--- src/rtl/hpm_sweep_sampler.sv ---
// hpm_sweep_sampler
// Initiator on the SRAM-like CSR port of the performance-counter block. On a
// periodic timer expiry or a manual start pulse it walks mhpmcounter3 onward,
// reads each counter (two halves when XLEN is 32), optionally writes it back
// to zero, and queues {index, value} records in a small FIFO that drains over
// a valid/ready stream.
//
// Ports:
//   clk_i, rst_ni         clock, asynchronous active-low reset
//   enable_i, period_i    periodic timer control (period 0 disables)
//   start_i               manual sweep trigger
//   clear_on_read_i       zero each counter after it has been read
//   debug_mode_i          freezes the timer (a running sweep continues)
//   addr_o/we_o/wdata_o   CSR request to the counter block
//   rdata_i               CSR read data, combinational on addr_o
//   busy_o                sweep in progress
//   sample_*              FIFO head stream (valid/ready)
//   drop_o                sticky: a sample was lost because the FIFO was full
//   skip_o                pulse: a trigger arrived while busy and was ignored
module hpm_sweep_sampler #(
    parameter int NumCounters = 6,
    parameter int XLEN        = 64,
    parameter int FifoDepth   = 4,
    parameter int PeriodWidth = 32
) (
    input  logic                           clk_i,
    input  logic                           rst_ni,
    input  logic                           enable_i,
    input  logic [PeriodWidth-1:0]         period_i,
    input  logic                           start_i,
    input  logic                           clear_on_read_i,
    input  logic                           debug_mode_i,
    output logic [11:0]                    addr_o,
    output logic                           we_o,
    output logic [XLEN-1:0]                wdata_o,
    input  logic [XLEN-1:0]                rdata_i,
    output logic                           busy_o,
    output logic                           sample_valid_o,
    output logic [$clog2(NumCounters)-1:0] sample_idx_o,
    output logic [63:0]                    sample_value_o,
    input  logic                           sample_ready_i,
    output logic                           drop_o,
    output logic                           skip_o
);

    localparam int IdxW = $clog2(NumCounters);
    localparam int PtrW = $clog2(FifoDepth);
    localparam logic [11:0] AddrLo = 12'hB03;
    localparam logic [11:0] AddrHi = 12'hB83;
    localparam logic [IdxW-1:0] LastIdx = IdxW'(NumCounters - 1);
    localparam bit Is32 = (XLEN == 32);

    typedef enum logic [2:0] {
        IDLE   = 3'd0,
        RD_LO  = 3'd1,
        RD_HI  = 3'd2,
        PUSH   = 3'd3,
        CLR_LO = 3'd4,
        CLR_HI = 3'd5
    } state_e;

    function automatic logic [11:0] lo_addr(input logic [IdxW-1:0] k);
        return AddrLo + 12'(k);
    endfunction

    function automatic logic [11:0] hi_addr(input logic [IdxW-1:0] k);
        return AddrHi + 12'(k);
    endfunction

    // ---------------- timer ----------------
    logic [PeriodWidth-1:0] timer_q, timer_d;
    logic                   timer_fire_s;
    logic                   trigger_s;

    // Timer next-state: clear when disabled, hold in debug, reload on expiry.
    always_comb begin
        timer_d      = timer_q;
        timer_fire_s = 1'b0;
        if (!enable_i || (period_i == '0)) begin
            timer_d = '0;
        end else if (debug_mode_i) begin
            timer_d = timer_q;
        end else if (timer_q == '0) begin
            timer_fire_s = 1'b1;
            timer_d      = period_i - PeriodWidth'(1);
        end else begin
            timer_d = timer_q - PeriodWidth'(1);
        end
    end

    // Timer register.
    always_ff @(posedge clk_i or negedge rst_ni) begin
        if (!rst_ni) begin
            timer_q <= '0;
        end else begin
            timer_q <= timer_d;
        end
    end

    assign trigger_s = timer_fire_s | start_i;

    // ---------------- sweep FSM ----------------
    state_e          state_q;
    logic [IdxW-1:0] k_q;
    logic [63:0]     value_q;
    logic [11:0]     addr_q;
    logic            we_q;
    logic [XLEN-1:0] wdata_q;
    logic            busy_q;
    logic            skip_q;
    logic [63:0]     rdata_ext_s;
    logic            last_s;
    logic [IdxW-1:0] k_inc_s;

    // Zero-extend read data so both XLEN variants share one capture path.
    assign rdata_ext_s = 64'(rdata_i);
    assign last_s      = (k_q == LastIdx);
    assign k_inc_s     = k_q + IdxW'(1);

    // Sweep FSM; CSR outputs are registered from the state being entered so
    // addr_o is stable for the whole cycle in which rdata_i is captured.
    always_ff @(posedge clk_i or negedge rst_ni) begin
        if (!rst_ni) begin
            state_q <= IDLE;
            k_q     <= '0;
            value_q <= 64'd0;
            addr_q  <= 12'd0;
            we_q    <= 1'b0;
            wdata_q <= '0;
            busy_q  <= 1'b0;
            skip_q  <= 1'b0;
        end else begin
            wdata_q <= '0;
            skip_q  <= trigger_s && (state_q != IDLE);
            case (state_q)
                IDLE: begin
                    we_q <= 1'b0;
                    if (trigger_s) begin
                        state_q <= RD_LO;
                        k_q     <= '0;
                        addr_q  <= AddrLo;
                        busy_q  <= 1'b1;
                    end else begin
                        addr_q  <= 12'd0;
                        busy_q  <= 1'b0;
                    end
                end
                RD_LO: begin
                    // Upper half is zero here; RD_HI fills it for XLEN 32.
                    value_q <= rdata_ext_s;
                    if (Is32) begin
                        state_q <= RD_HI;
                        addr_q  <= hi_addr(k_q);
                    end else begin
                        state_q <= PUSH;
                    end
                end
                RD_HI: begin
                    value_q[63:32] <= rdata_ext_s[31:0];
                    state_q        <= PUSH;
                    addr_q         <= lo_addr(k_q);
                end
                PUSH: begin
                    if (clear_on_read_i) begin
                        state_q <= CLR_LO;
                        addr_q  <= lo_addr(k_q);
                        we_q    <= 1'b1;
                    end else if (last_s) begin
                        state_q <= IDLE;
                        addr_q  <= 12'd0;
                        busy_q  <= 1'b0;
                    end else begin
                        state_q <= RD_LO;
                        k_q     <= k_inc_s;
                        addr_q  <= lo_addr(k_inc_s);
                    end
                end
                CLR_LO: begin
                    if (Is32) begin
                        state_q <= CLR_HI;
                        addr_q  <= hi_addr(k_q);
                    end else if (last_s) begin
                        state_q <= IDLE;
                        addr_q  <= 12'd0;
                        we_q    <= 1'b0;
                        busy_q  <= 1'b0;
                    end else begin
                        state_q <= RD_LO;
                        k_q     <= k_inc_s;
                        addr_q  <= lo_addr(k_inc_s);
                        we_q    <= 1'b0;
                    end
                end
                CLR_HI: begin
                    we_q <= 1'b0;
                    if (last_s) begin
                        state_q <= IDLE;
                        addr_q  <= 12'd0;
                        busy_q  <= 1'b0;
                    end else begin
                        state_q <= RD_LO;
                        k_q     <= k_inc_s;
                        addr_q  <= lo_addr(k_inc_s);
                    end
                end
                default: begin
                    state_q <= IDLE;
                    addr_q  <= 12'd0;
                    we_q    <= 1'b0;
                    busy_q  <= 1'b0;
                end
            endcase
        end
    end

    assign addr_o  = addr_q;
    assign we_o    = we_q;
    assign wdata_o = wdata_q;
    assign busy_o  = busy_q;
    assign skip_o  = skip_q;

    // ---------------- sample FIFO ----------------
    logic [IdxW+63:0] mem_q [FifoDepth];
    logic [PtrW:0]    wr_ptr_q;
    logic [PtrW:0]    rd_ptr_q;
    logic             drop_q;
    logic             full_s;
    logic             empty_s;
    logic             push_s;
    logic             pop_s;
    logic [IdxW+63:0] head_s;

    // Pointers carry an extra wrap bit to tell full from empty.
    assign empty_s = (wr_ptr_q == rd_ptr_q);
    assign full_s  = (wr_ptr_q[PtrW] != rd_ptr_q[PtrW]) &&
                     (wr_ptr_q[PtrW-1:0] == rd_ptr_q[PtrW-1:0]);
    // Full is judged before this cycle's pop, so a simultaneous pop does not rescue a push.
    assign push_s  = (state_q == PUSH) && !full_s;
    assign pop_s   = !empty_s && sample_ready_i;

    // FIFO pointers and sticky drop flag.
    always_ff @(posedge clk_i or negedge rst_ni) begin
        if (!rst_ni) begin
            wr_ptr_q <= '0;
            rd_ptr_q <= '0;
            drop_q   <= 1'b0;
        end else begin
            if (push_s) begin
                wr_ptr_q <= wr_ptr_q + (PtrW + 1)'(1);
            end else begin
                wr_ptr_q <= wr_ptr_q;
            end
            if (pop_s) begin
                rd_ptr_q <= rd_ptr_q + (PtrW + 1)'(1);
            end else begin
                rd_ptr_q <= rd_ptr_q;
            end
            if ((state_q == PUSH) && full_s) begin
                drop_q <= 1'b1;
            end else begin
                drop_q <= drop_q;
            end
        end
    end

    // FIFO storage; contents are only meaningful between the pointers.
    always_ff @(posedge clk_i) begin
        if (push_s) begin
            mem_q[wr_ptr_q[PtrW-1:0]] <= {k_q, value_q};
        end
    end

    assign head_s         = mem_q[rd_ptr_q[PtrW-1:0]];
    assign sample_valid_o = !empty_s;
    assign sample_idx_o   = head_s[IdxW+63:64];
    assign sample_value_o = head_s[63:0];
    assign drop_o         = drop_q;

endmodule

--- config.mk ---
export PLATFORM = sky130hd
export DESIGN_NAME = hpm_sweep_sampler
export DESIGN_NICKNAME = d
export VERILOG_FILES = /design/src/rtl/hpm_sweep_sampler.sv
export SDC_FILE = /design/constraint.sdc
export NUM_CORES = 1
export LEC_CHECK = 0
export ABC_AREA = 1
export CORE_AREA = 2 2 142 248
export CTS_BUF_LIST = sky130_fd_sc_hd__clkbuf_16
export DETAILED_ROUTE_END_ITERATION = 8
export DIE_AREA = 0 0 144 250
export PLACE_DENSITY = 0.74
export SETUP_SLACK_MARGIN = 0.4
export SYNTH_ARGS = -nofsm -noshare
export SYNTH_HDL_FRONTEND = slang
export SYNTH_SLANG_ARGS = --single-unit
--- constraint.sdc ---
create_clock -name clk_i -period 5.7 [get_ports clk_i]
set_input_delay 1.14 -clock clk_i [delete_from_list [all_inputs] [get_ports clk_i]]
set_output_delay 1.14 -clock clk_i [all_outputs]
set_load 0.05 [all_outputs]
run_1/flops_by_reg.png
Drawn at 2 px/um.
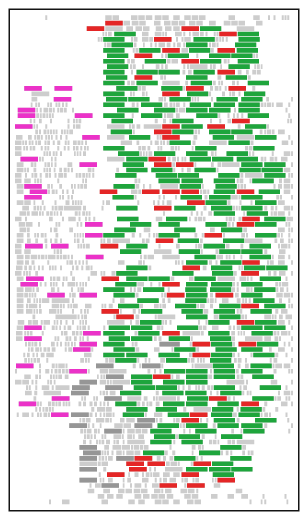
value_q -> red  # flops 64
timer_q -> magenta  # flops 32
mem_q -> green  # flops 268
sequential fraction of total cell area: 55.2%
Core Util, Final: 58.3%
Flop area: 11000 um2

run_1/layer_met2.png
Drawn at 2 px/um.
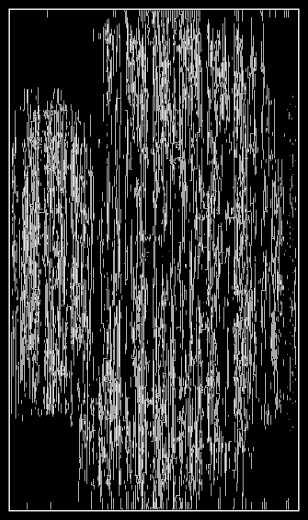
wire length on this layer = 23.0 mm
main direction = vertical
share of all routed wire = 53%
longest straight run = 91.3 um
via count: 12.2k
WL final: 43.1 mm
met2 usage: 44.0%

==> flow_summary.yaml, run 1 <==
# synthesis and place-and-route metrics
status:
  status: "completed"
global_routing:
  antenna_found_initial: 1
  grt_pass1_wl_mm: 66.4
  met1_usage_pct: 27.2
  grt_overflow_total: 0
route:
  dr.pass1.iters: 5
  wl_met2_mm: 23.0
  via_per_inst: 5.38
  drt_iter0_drc: 898
  ant_nets: 0
  wl_met3_mm: 2.49
  drc: 0
sta:
  fmax_mhz: 210
  skew_ns: 0.0334
  worstMarginPinSlew_ns: 1.19
  finalHoldViolCount: 0
  rsz0062_at_grt: "no"
worst_setup_path:
  ff2ff_path_depth: 6
  worstPathArrival_ns: 3.61
  crit_type: "reg -> out"
  worst-path-stages: 4
  crit_path_end: "sample_value_o[60]"
  startpoint: "rd_ptr_q[0]"
  critPathBufInv: 2
  slowest_stage: "clkdlybuf4s50_1"
finish:
  mostFrequentLayoutCell: "nand2_1"
  logic_gates: 1081
  fillers: 2858
  nonClkBufAreaFrac_pct: 9.71
  largest_reg_flops: 268
  syn_to_final_growth_pct: 18.2
  drive_above_1_share_pct: 5.92
  clock_cell_area_share_pct: 5.47
floorplan:
  die_h_um: 250
yosys:
  ys_top_logic_family: "simple AND/OR/NAND/NOR gates"
  synthMuxAreaShare_pct: 0
  ff_type: "edfxtp_1"
  synthTopCellsByArea: "edfxtp_1 48%, dfrtp_1 17%, nand2_1 7.1%, nor2_1 6.1%, o21ai_0 5.1%"
  simple_gate_area_share_pct: 16.5
  netlist.area_leader.share_pct: 47.9
  syn_inst: 1621
clocking:
  cts_tree: "built"
  worstSkewPairLatency_ns: 0.54
  clockBufferDepth: 3
  cts_made_buffers: 36
  cts.sinks: 385
flow_run:
  drv_cap: 0
  tool_warnings: 31
placement:
  placed_cells: 2201
  postPlaceCellArea_um2: 18800
worst_hold_path:
  holdPathStages: 1
run_1/congestion.png
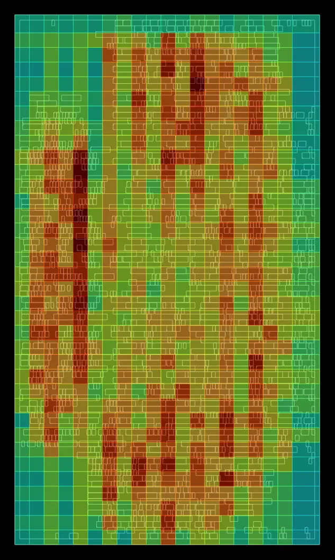
wire per inst: 19.0 um
GRT busiest layer: met2

## Run 2: what changed since run 1
==> constraint.sdc (replaced) <==
create_clock -name clk_i -period 4.7 [get_ports clk_i]
set_input_delay 0.94 -clock clk_i [delete_from_list [all_inputs] [get_ports clk_i]]
set_output_delay 0.94 -clock clk_i [all_outputs]
set_load 0.05 [all_outputs]
run_2/layer_met2.png
Drawn at 2 px/um.
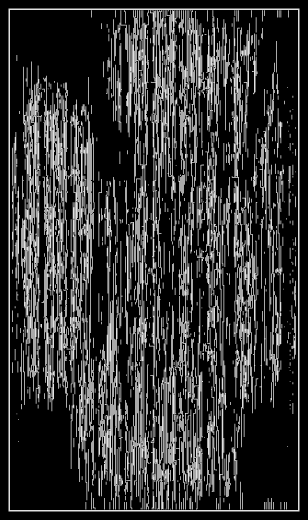
main direction = vertical
wire length on this layer = 22.9 mm
WL final: 43.2 mm
via count: 12.2k

run_2/flops_by_reg.png
Drawn at 2 px/um.
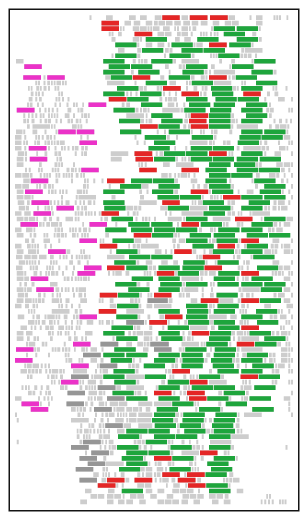
mem_q -> green  # flops 268
timer_q -> magenta  # flops 32
value_q -> red  # flops 64
sequential fraction of total cell area: 54.7%

==> run 2 against run 1 <==
Against the previous run:
- clock-buffer cell count unchanged
- highest routed layer is now met5
- clock skew is 0.014 ns lower
- flip-flop count is the same
- sequential share of layout area down 0.51 points
- critical path depth grew 1
- worst setup slack worse by 0.32 ns
- hold slack lost 0.020 ns
- utilization rose by 0.54 points
- wire length rose by 0.18%
==> flow_summary.yaml, run 2 <==
# synthesis and place-and-route metrics
yosys:
  ff_type: "edfxtp_1"
  ys.flops: 385
  syn_inst: 1621
  simple_gate_area_share_pct: 16.5
  netlist.area_leader.share_pct: 47.9
  adder_share_pct: 0.670
  ys_area_um2: 16800
  top_cells_by_count: "317 x nand2_1, 275 x nor2_1, 268 x edfxtp_1"
  synth_cell_types: 37
  yosysCellCount: 1621
  synthMuxAreaShare_pct: 0
  yosysMostFrequentCell: "nand2_1"
  postSynthSeqShare_pct: 65.3
  ys_sh_aoi_pct: 10.2
  synthTopCellsByArea: "edfxtp_1 48%, dfrtp_1 17%, nand2_1 7.1%, nor2_1 6.1%, o21ai_0 5.1%"
  ys_top_logic_family: "simple AND/OR/NAND/NOR gates"
sta:
  finalHoldViolCount: 0
  fin_crit_ns: 4.07
  worstMarginPinSlew_ns: 1.10
  slew_headroom_pct: 26.3
  skew_ns: 0.0196
  fmax_mhz: 246
  fin_worst_hold_slack_ns: 0.464
  rsz0062_at_grt: "no"
route:
  dr.max_layer_used: "met5"
  via_per_inst: 5.40
  drt_iter0_drc: 749
  ant_nets: 0
  wl_met2_mm: 22.9
  wirelength_met1_mm: 15.3
  drc: 0
  wl_per_cell_um: 19.1
  dr.pass1.iters: 5
  wl_met3_mm: 2.82
finish:
  inverters: 80
  final_cells: 2266
  largest_reg_flops: 268
  drive_above_1_share_pct: 6.26
  clock_cell_area_share_pct: 5.99
  flop_area_um2: 11000
  mostFrequentLayoutCell: "nand2_1"
  nonClkBufAreaFrac_pct: 9.96
  fillers: 2804
  top_area_cell_class: "flip-flops and latches"
  final_cell_mix: "315 x nand2_1, 271 x nor2_1, 268 x edfxtp_1, 180 x clkdlybuf4s50_1, 173 x o21ai_0"
  layout.nets: 1889
  final_util_pct: 58.8
  logic_gates: 1081
worst_setup_path:
  worstPathArrival_ns: 3.13
  slowest_stage: "clkdlybuf4s50_1"
  critPathMaxStageDelay_ns: 0.86
  crit_type: "reg -> out"
  critPathBufInv: 3
  critPathTopFamily: "buffers and inverters"
  timing.rr.start: "timer_q[23]"
  r2r-end: "timer_q[24]"
  ff2ff_path_depth: 14
  startpoint: "rd_ptr_q[0]"
  crit_path_end: "sample_value_o[12]"
  worst-path-stages: 5
clocking:
  htree_num_levels: 2
  cts.sinks: 385
  worstSkewPairLatency_ns: 0.54
  cts_made_buffers: 35
  clockBufferDepth: 3
  cts_tree: "built"
floorplan:
  pin_count: 251
  die_h_um: 250
  design.core.area_um2: 34100
  die-area_um2: 36000
global_routing:
  grt_busiest_layer: "met2"
  met1_usage_pct: 26.8
  grtUsageMet2_pct: 44.0
  grt_pass1_wl_mm: 66.5
  antenna_found_initial: 6
  grt_overflow_total: 0
status:
  status: "completed"
placement:
  place.gp.congestion: 0.937
  placed_cells: 2200
  postPlaceCellArea_um2: 18900
  dp_hpwl_mm: 27.4
  pre_cts_ws_ns: 1.21
flow_run:
  drv_cap: 0
  tool_warnings: 34
run_2/sizes.png
Drawn at 2 px/um.
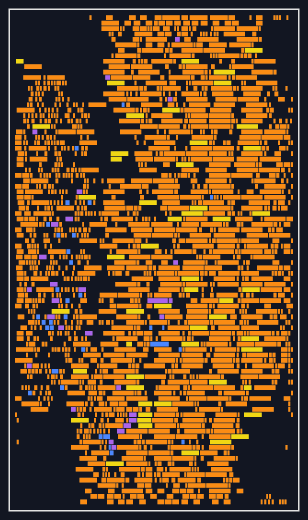
_6 and larger -> yellow  # cells 53
_0 and _1 cells -> orange  # cells 1691
_3 and _4 cells -> purple  # cells 28
_2 cells -> blue  # cells 32
non-clock buffer count in the final layout: 194
area grow syn2layout: 19.3%

